==> config.mk <==
export PLATFORM = sky130hd
export DESIGN_NAME = mips_fetch_unit_flat
export DESIGN_NICKNAME = d
export VERILOG_FILES = /design/src/rtl/mips_fetch_unit_pkg.sv /design/src/rtl/mips_fetch_unit_if.sv /design/src/rtl/mips_fetch_unit_imem.sv /design/src/rtl/mips_fetch_unit.sv /design/src/flat_wrapper.sv
export SDC_FILE = /design/constraint.sdc
export NUM_CORES = 2
export LEC_CHECK = 0
export CORE_ASPECT_RATIO = 1.4
export CORE_MARGIN = 4
export CORE_UTILIZATION = 49
export CTS_CLUSTER_SIZE = 30
export DETAILED_ROUTE_END_ITERATION = 10
export PLACE_DENSITY = 0.67
export RECOVER_POWER = 50
export SETUP_SLACK_MARGIN = 0.05
export SLEW_MARGIN = 20
export SYNTH_ARGS = -nofsm -noshare
export SYNTH_HDL_FRONTEND = slang
export SYNTH_SLANG_ARGS = --single-unit
==> constraint.sdc <==
create_clock -name clk -period 2.57 [get_ports clk]
set_input_delay 0.257 -clock clk [delete_from_list [all_inputs] [get_ports clk]]
set_output_delay 0.257 -clock clk [all_outputs]
set_load 0.1 [all_outputs]
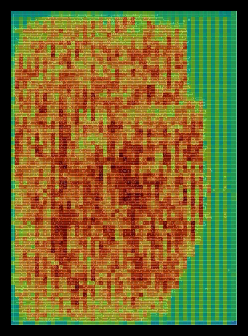
(images/congestion.png)
met1 usage: 38.7%
GRT met2 Usage: 51.7%
Core Util, Final: 62.3%
WL/cell: 37.4 um
GRT busiest layer: met2

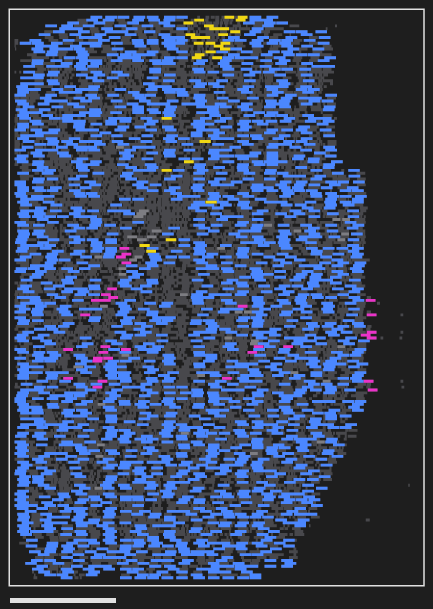
(images/flops_by_reg.png)
Bar = 100 um. Other sequential cells in the stronger gray, the rest of the logic in the fainter gray.
- magenta: u_core.bus.instrword (placed flops 32; where a horizontal strip, middle)
- blue: u_core.u_imem.mem (placed flops 2,048; where spread over the die)
- yellow: u_core.bus.pc (placed flops 30)
- not colored: 40
Flop area: 63,900 um^2
Seq/total area: 50.8%
Flop+latch power: 0.0403 W

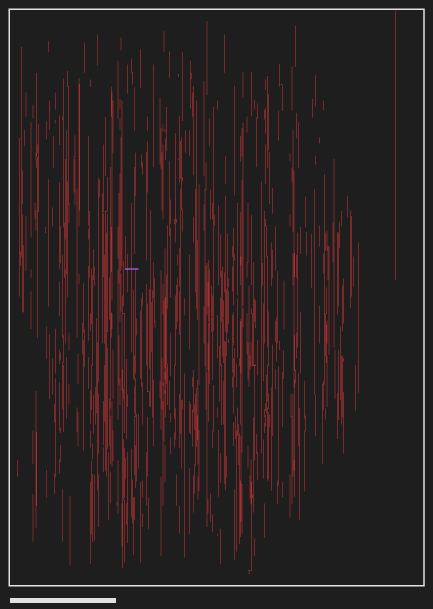
(images/wires.png)
Bar = 100 um. Only two layers are drawn.
- purple: metal 5 (wire length 11.0 um)
- red: metal 4 (wire length 28.8 mm)
final wirelength: 346,000 um
via count: 65,900
GRT Resource Usage Total: 31.5%

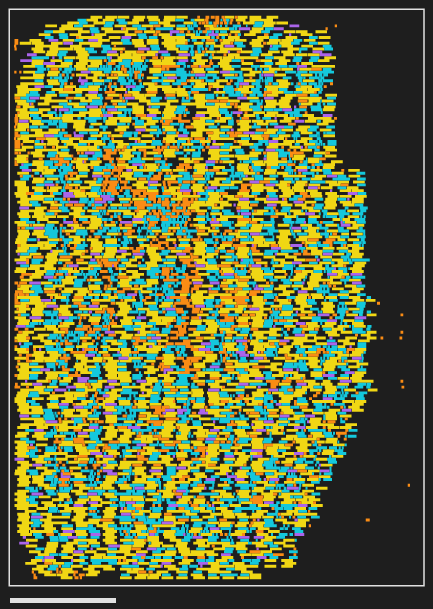
(images/placement_by_type.png)
Bar = 100 um.
- purple: clock drivers and dummy loads (cells 369; share of their area 5.5%)
- orange: remaining buffers and delay cells (cells 1,295; share of their area 12%)
- yellow: sequential cells (cells 2,150; share of their area 52%)
- cyan: combinational and other logic (cells 2,772; share of their area 30%)
Finished Cell Area: 126,000 um^2
Placement Rows: 195
Core Footprint: 202,000 um^2

==> changes_impl.md <==
### Implementation results

* Post-synth top cells: edfxtp_1 (2,048), mux4_2 (1,021), a21oi_1 (351), o21ai_0 (297), nand3_1 (248)
* Critical path depth at 8
* CTS H-Tree Depth at 4
* CTS tree: yes
* Internal power at 0.0889 W
* Clk network pwr share at 23.5%
* Synth Seq Share at 64.2%
* Number of global-route vias before repair at 65,900
* RSZ-0062 raised after global routing: yes
* Initial antenna violation count at 8
* Final worst slack at -402 ps
* CTS sink cnt at 2,150
* Ys flops at around 2,200
* Gate power share at 46.1%
* Width of the die at a little under 400 um
* Non-Filler Instances at between 9,000 and 10,000
* # IOs at around 110
* Outcome: complete, but fails checks
* Synth Flop Type: edfxtp_1
* Final Cycle Share at 116%
* Clk_lat worst skew at 890 ps
* Final-report setup violation count at 33
* Pleak at 40.9 nW
* Area Growth Syn to Fin at 26.4%
* Ys async rst share at 3.26%
* Die area at 211,000 um^2
* Max-cap violations at 25
* Max reg flops at 2,048
* Post-route DRC at 0
* Drt initial violations at 9,667
* Setup CP Type: flop to flop
* Fin. max-slew vios at 1,152
* Clock slew at reported path FFs at 70 ps
* Failing checks: capacitance limit, slew limit, setup timing
* Worst path cell trace: buf_12, buf_16, buf_12, mux4_2, o21ai_1, a21oi_1, a2111oi_4, nand4_1
## through the flow
stage	area (um^2)	util [%]	TNS, ps
2_1_floorplan	101000	-	-180710
3_3_place_gp	113000	56.0	-22290
3_5_place_dp	113000	56.0	-20110
4_1_cts	123000	60.9	-9360
5_1_grt	126000	62.3	-13650
6_report	126000	62.3	-9210
## cells in the final DEF (no fill, tap or decap), types with 62 or more instances in the layout
cell type,netlist,routed
a21oi_1,351,287
buf_12,0,276
buf_4,11,701
buf_6,3,99
clkbuf_1,244,72
clkbuf_16,0,238
dfrtp_1,70,62
edfxtp_1,2048,2048
mux4_2,1021,1021
nand3_1,248,210
nor2_1,144,85
nor4_1,157,95
o21ai_0,297,215
o22ai_1,68,62
or3_1,66,63
## worst reg2reg max path: cells and delay by family (launching register included)
kind / cells / cell delay, ps
flops: 1 / 530
buf+inv: 3 / 590
simple gates: 1 / 170
compound gates: 3 / 980
mux: 1 / 540
## area by class of cell
class	instances	share of cell area (%)
antenna	2	0.00398
clock buffer	253	4.32
clock inverter	116	1.07
inverter	13	0.0537
multi-input combinational	2759	29.0
sequential	2150	50.8
tap	2659	2.64
timing repair buffer	1295	12.1
## metal layers
metal / GRT usage (%) / up-vias / wire length [um]
met5: 0 / - / 11
met4: 20.0 / 2 / 28800
met3: 6.03 / 1230 / 37600
met2: 51.7 / 4979 / 168000
met1: 38.7 / 34400 / 112000
li1: - / 25400 / -
## cells by family after synthesis
logic type | count (synthesis) | synth area share [%]
other | 1 | 0.00377
adders and majority gates | 3 | 0.0377
xor gates and xnor gates | 27 | 0.238
buffers and inverters | 505 | 2.20
DFF | 2150 | 64.2
muxes | 1095 | 24.0
AOI/OAI and AO/OA | 900 | 5.40
and+or+nand+nor | 732 | 3.90
## what timing repair did
item	in CTS	in global routing
hold buffers	24	0
pin swaps	68	118
cloned	26	34
hold endpoints to repair	637	0
endpoints found under the setup margin	48	49
gates resized	302	355
setup buffers	101	139
## power groups by stage
stage | Clock [W] | Sequential [W] | Combinational, W
6_report | 0.0312 | 0.0403 | 0.0612
5_1_grt | 0.0328 | 0.0403 | 0.0637
4_1_cts | 0.0313 | 0.0402 | 0.0558
3_5_place_dp | 0 | 0.0409 | 0.0498
3_3_place_gp | 0 | 0.0409 | 0.0493
2_1_floorplan | 0 | 0.0424 | 0.0319
No activity file was given, so power comes from the tool's default toggle rates.
